### config.mk
export PLATFORM = sky130hd
export DESIGN_NAME = cacheline_adapter
export DESIGN_NICKNAME = d
export VERILOG_FILES = /design/src/rtl/cacheline_adapter.sv
export SDC_FILE = /design/constraint.sdc
export NUM_CORES = 1
export LEC_CHECK = 0
export ABC_AREA = 1
export CORE_AREA = 8 8 282 284
export DETAILED_ROUTE_END_ITERATION = 8
export DIE_AREA = 0 0 290 292
export PLACE_DENSITY = 0.77
export SYNTH_ARGS = -nofsm -noshare
export SYNTH_HDL_FRONTEND = slang
export SYNTH_SLANG_ARGS = --single-unit
export TNS_END_PERCENT = 10
### constraint.sdc
create_clock -name clk -period 3.1 [get_ports clk]
set_input_delay 0.465 -clock clk [delete_from_list [all_inputs] [get_ports clk]]
set_output_delay 0.465 -clock clk [all_outputs]
set_load 0.1 [all_outputs]
### src/rtl/cacheline_adapter.sv
// Cache-line to memory-burst adapter: turns one dfp line read/write into a
// BEATS-long burst on the bmem port and answers with a one-cycle dfp_resp.
module cacheline_adapter #(
    parameter int LINE_W = 256,
    parameter int BEAT_W = 64
) (
    input  logic              clk,
    input  logic              rst_n,
    input  logic [31:0]       dfp_addr,
    input  logic              dfp_read,
    input  logic              dfp_write,
    input  logic [LINE_W-1:0] dfp_wdata,
    output logic [LINE_W-1:0] dfp_rdata,
    output logic              dfp_resp,
    output logic [31:0]       bmem_addr,
    output logic              bmem_read,
    output logic              bmem_write,
    output logic [BEAT_W-1:0] bmem_wdata,
    input  logic              bmem_ready,
    input  logic [31:0]       bmem_raddr,
    input  logic [BEAT_W-1:0] bmem_rdata,
    input  logic              bmem_rvalid
);

    localparam int BEATS = LINE_W / BEAT_W;
    localparam int CNT_W = (BEATS > 1) ? $clog2(BEATS) : 1;
    localparam int OFF_W = $clog2(LINE_W / 8);
    localparam logic [CNT_W-1:0] LAST = CNT_W'(BEATS - 1);

    typedef enum logic [2:0] {IDLE, RD_REQ, RD_DATA, WR_DATA, RESP} state_t;

    state_t            state;
    logic [31:0]       addr_q;
    logic [LINE_W-1:0] line_q;
    logic [CNT_W-1:0]  cnt;

    logic [CNT_W-1:0]  cnt_inc;
    logic              beat_hit;
    logic [LINE_W-1:0] line_fill;

    function automatic logic [31:0] line_align(input logic [31:0] a);
        return {a[31:OFF_W], OFF_W'(0)};
    endfunction

    // Read beats tagged with another line's address belong to someone else.
    always_comb begin
        cnt_inc   = cnt + CNT_W'(1);
        beat_hit  = bmem_rvalid && (bmem_raddr == addr_q);
        line_fill = line_q;
        line_fill[int'(cnt)*BEAT_W +: BEAT_W] = bmem_rdata;
    end

    always_ff @(posedge clk or negedge rst_n) begin
        if (!rst_n) begin
            state      <= IDLE;
            addr_q     <= '0;
            line_q     <= '0;
            cnt        <= '0;
            dfp_rdata  <= '0;
            dfp_resp   <= 1'b0;
            bmem_addr  <= '0;
            bmem_read  <= 1'b0;
            bmem_write <= 1'b0;
            bmem_wdata <= '0;
        end else begin
            dfp_resp <= 1'b0;
            case (state)
                IDLE: begin
                    cnt <= '0;
                    // Write wins if a misbehaving cache raises both requests.
                    if (dfp_write) begin
                        addr_q     <= line_align(dfp_addr);
                        line_q     <= dfp_wdata;
                        bmem_addr  <= line_align(dfp_addr);
                        bmem_write <= 1'b1;
                        bmem_wdata <= dfp_wdata[BEAT_W-1:0];
                        state      <= WR_DATA;
                    end else if (dfp_read) begin
                        addr_q    <= line_align(dfp_addr);
                        bmem_addr <= line_align(dfp_addr);
                        bmem_read <= 1'b1;
                        state     <= RD_REQ;
                    end
                end
                RD_REQ: begin
                    if (bmem_ready) begin
                        bmem_read <= 1'b0;
                        bmem_addr <= '0;
                        state     <= RD_DATA;
                    end
                end
                RD_DATA: begin
                    if (beat_hit) begin
                        line_q <= line_fill;
                        cnt    <= cnt_inc;
                        if (cnt == LAST) begin
                            dfp_resp  <= 1'b1;
                            dfp_rdata <= line_fill;
                            state     <= RESP;
                        end
                    end
                end
                WR_DATA: begin
                    if (bmem_ready) begin
                        cnt <= cnt_inc;
                        if (cnt == LAST) begin
                            bmem_write <= 1'b0;
                            bmem_addr  <= '0;
                            bmem_wdata <= '0;
                            dfp_resp   <= 1'b1;
                            dfp_rdata  <= line_q;
                            state      <= RESP;
                        end else begin
                            bmem_wdata <= line_q[int'(cnt_inc)*BEAT_W +: BEAT_W];
                        end
                    end
                end
                RESP: begin
                    state <= IDLE;
                end
                default: begin
                    state <= IDLE;
                end
            endcase
        end
    end

endmodule

PDN straps and rails:
Scale bar: 100 um. Pins as bars on the die edge.
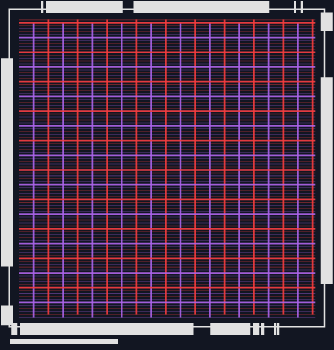
legend:
  VSS:
    color: purple
  VDD:
    color: red
met4 straps: 20
rows: 101
signal pins: 745

Placement by cell class:
Fill, decap, tap and diode cells in gray.
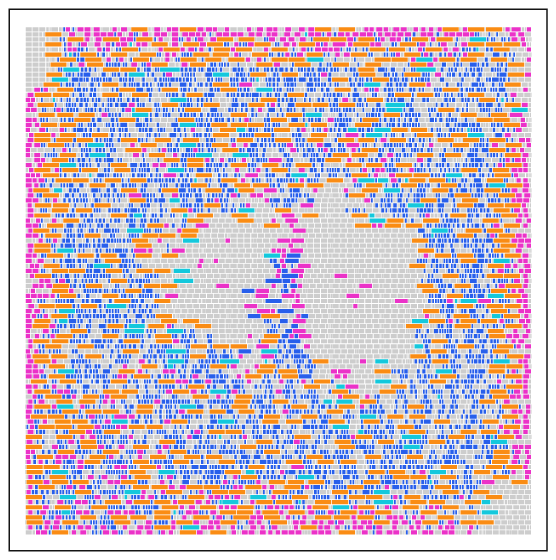
legend:
  flip-flops:
    color: orange
    cells: 638
    share_of_their_area: 35%
  other buffers and delay cells:
    color: magenta
    cells: 839
    share_of_their_area: 17%
  clock drivers and dummy loads:
    color: cyan
    cells: 132
    share_of_their_area: 5.6%
  all other logic:
    color: blue
    cells: 4074
    share_of_their_area: 42%

Routed clock nets over the placement:
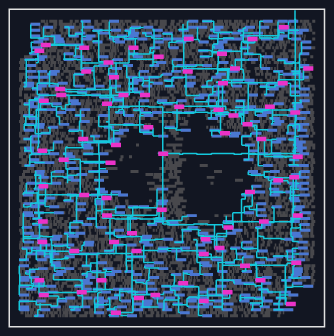
legend:
  flip-flops:
    color: blue
    count: 638
  clock wires:
    color: cyan
    length: 9130 um
  cells driving clock nets:
    color: magenta
    count: 73
routed clock nets: 74
final worst clock skew: 0.0379 ns
Clk network pwr share: 16.6%

Routed metal, one color a layer:
Scale bar: 100 um. Two of the layers only.
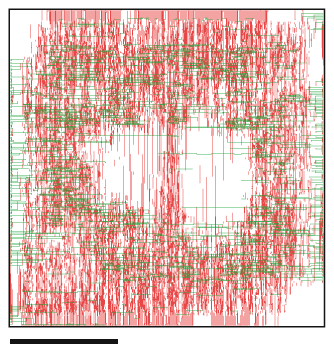
legend:
  met2:
    color: red
    wire_length: 68.1 mm
  met3:
    color: green
    wire_length: 17400 um

==> notes.md <==
This memo summarizes the results of the implementation run.

Setup path
The arrival time of data at the worst endpoint is listed as 3.36 ns. According to the timing report, the critical path is launched from cnt[0]. The startpoint of the most critical register-to-register path is cnt[0]. The critical path runs through a total of 9 cells. The cell that appears most often on the critical path is sky130_fd_sc_hd__nand2_1.

The critical path required time is 3.66 ns. The number of cells on the worst reg-to-reg path is 9. The critical path capture point type is a flip-flop.

The most critical setup path has its endpoint at dfp_rdata[187]. STA classifies the critical path startpoint as a flip-flop.

Clock network
The clock tree from TritonCTS is built. The clock latency on the worst-skew pair is 0.64 ns. After clock tree synthesis, the clock-pin slew on the worst setup and hold paths is 0.06 ns.

The number of setup buffers added after CTS is 0. The count of cells resized by post-cts repair is 0. Looking at the clock tree report, the root buffer type is sky130_fd_sc_hd__clkbuf_16.

Logic synthesis
The post-synthesis register bit count is 638. Before any placement, the netlist area is recorded as 37100 um^2. Warnings reported by Yosys during synthesis add up to 0.

Layout
Sequential cells placed in the final layout were counted as about 640. The number of antenna diodes in the final layout is 34. The combinational gate area is 17600 um^2. In the final layout, flip-flops and latches occupy 16000 um^2.

The largest contributor to cell area by class is combinational gates. The final layout report lists a non-clock inverter count of 411. The registers reported with the highest flop counts are dfp_rdata: 256 flops, line_q: 256 flops, bmem_wdata: 64 flops.

The final standard cell count with taps included and fillers excluded is around 6700. The layout summary lists the proportion of cells stronger than drive strength 1 as 12.7%. The data-path buffer share of cell area in the final layout is 16.7%. The fraction of standard cell area that is sequential is 34.1%. The number of non-clock buffers is 839.

Placed design
After detailed placement, the design holds a cell count of between 6000 and 7000.

Routing
TritonRoute output was used to compute an average wire per cell of roughly 23 um. The routed layout has 39525 vias. The via count normalized by instance count is 5.90.

The count of nets left with antenna violations once routing finished came out at 0. The number of design rule violations left after detail routing is 0. Summed over all nets, wire length on met3 after detailed routing comes to 17400 um. The iteration-0 DRC count of the detailed router is 5101. The met2 layer wire length in the routed design is 68100 um.

The first detailed-routing pass ran for 6 iterations.

Floorplan
Before placement the cells fill 49.3% of the core. The region available for standard cell placement spans 75200 um^2. From bottom edge to top edge, the die measures 292 um.

The number of placement rows is 101.

GRT
The pin count of the biggest net entering global routing is between 150 and 200. The global routing report lists met2 layer usage as 52.1%. The number of antenna violations at the first check in global routing is 36. The total congestion overflow is 0. Global routing used between 40% and 50% of the available met1 tracks.

Final timing
Counting I/O delays and the setup requirement, the final critical path takes 2.81 ns. For reference, the final report shows the hold violation count at 0. The worst-case hold slack is between 0.3 and 0.4 ns.

Setup repair after global routing left no endpoint under its margin. The final critical-path share of the clock period is 90.6%. Setup total negative slack on the finished layout was measured at 0 ns. Pins over their slew limit in the final report were tallied at 0. The pin closest to its max-slew limit shows a slew of 0.879 ns.

Worst hold path
The kind of path behind the tightest hold check is in2async.

Run status
The run finished with clean final reports.

Pwr
The peak supply drop is 0.943 mV.
==> cells by family (layout without fill, tap and decap cells) <==
family / count (synthesis) / in the layout / share of synthesized area (%)
other cells: 1 / 39 / 0.0101
flops: 638 / 638 / 43.1
buf+inv: 838 / 1382 / 9.95
simple gates: 2402 / 2402 / 26.3
fa+ha+maj: 6 / 6 / 0.203
mux: 128 / 128 / 3.89
xor+xnor: 6 / 6 / 0.142
compound gates: 1116 / 1116 / 16.4
==> metrics by stage <==
stage	instance area (um^2)	setup WS, ns	utilization, %
after floorplan	37100	0.477	-
after detailed placement	44100	0.228	58.7
final	46800	0.291	62.2
after global routing	46800	0.169	62.2
after global placement	44100	0.237	58.7
after CTS	46700	0.331	62.1
==> layout by cell type, fill, tap and decap left out, drive strengths merged, types with 5 or more instances in the layout <==
| master | count |
|---|---|
| inv | 414 |
| o22ai | 257 |
| a22oi | 64 |
| o21ai | 664 |
| bufinv | 10 |
| clkbuf | 100 |
| dfrtp | 638 |
| buf | 455 |
| mux2 | 128 |
| clkdlybuf4s50 | 383 |
| conb | 5 |
| nor2 | 26 |
| nand3 | 519 |
| nand2 | 1853 |
| diode | 34 |
| a21oi | 131 |
| ha | 6 |
| clkinv | 18 |
| xnor2 | 5 |
==> power breakdown <==
part | internal, W | switching [W]
clock | 0.00559 | 0.00381
combinational | 0.00870 | 0.0250
sequential | 0.0114 | 0.00197
==> cells in the mapped netlist <==
cell                       instances  area (um^2)
sky130_fd_sc_hd__a21oi_1         131          656
sky130_fd_sc_hd__a22oi_1          64          480
sky130_fd_sc_hd__buf_1            34          128
sky130_fd_sc_hd__buf_2           143          716
sky130_fd_sc_hd__buf_4            60          450
sky130_fd_sc_hd__buf_6            18          203
sky130_fd_sc_hd__clkbuf_1        172          646
sky130_fd_sc_hd__clkinv_1          1         3.75
sky130_fd_sc_hd__conb_1            1         3.75
sky130_fd_sc_hd__dfrtp_1         638        16000
sky130_fd_sc_hd__ha_1              6         75.1
sky130_fd_sc_hd__inv_1           402         1510
sky130_fd_sc_hd__inv_2             8         30.0
sky130_fd_sc_hd__mux2_1           21          236
sky130_fd_sc_hd__mux2_2          107         1200
sky130_fd_sc_hd__nand2_1        1847         6930
sky130_fd_sc_hd__nand2_2           6         37.5
sky130_fd_sc_hd__nand3_1         518         2590
sky130_fd_sc_hd__nand3_2           1         10.0
sky130_fd_sc_hd__nand4_2           2         25.0
sky130_fd_sc_hd__nor2_1           20         75.1
sky130_fd_sc_hd__nor2_2            2         12.5
sky130_fd_sc_hd__nor2_4            4         45.0
sky130_fd_sc_hd__o21ai_0         641         3210
sky130_fd_sc_hd__o21ai_1          22          110
sky130_fd_sc_hd__o21ai_2           1         8.76
sky130_fd_sc_hd__o22ai_1         256         1600
sky130_fd_sc_hd__o22ai_4           1         20.0
sky130_fd_sc_hd__or2_1             1         6.26
sky130_fd_sc_hd__or2_2             1         6.26
sky130_fd_sc_hd__xnor2_1           5         43.8
sky130_fd_sc_hd__xor2_1            1         8.76
Power and IR drop assume default switching activity.
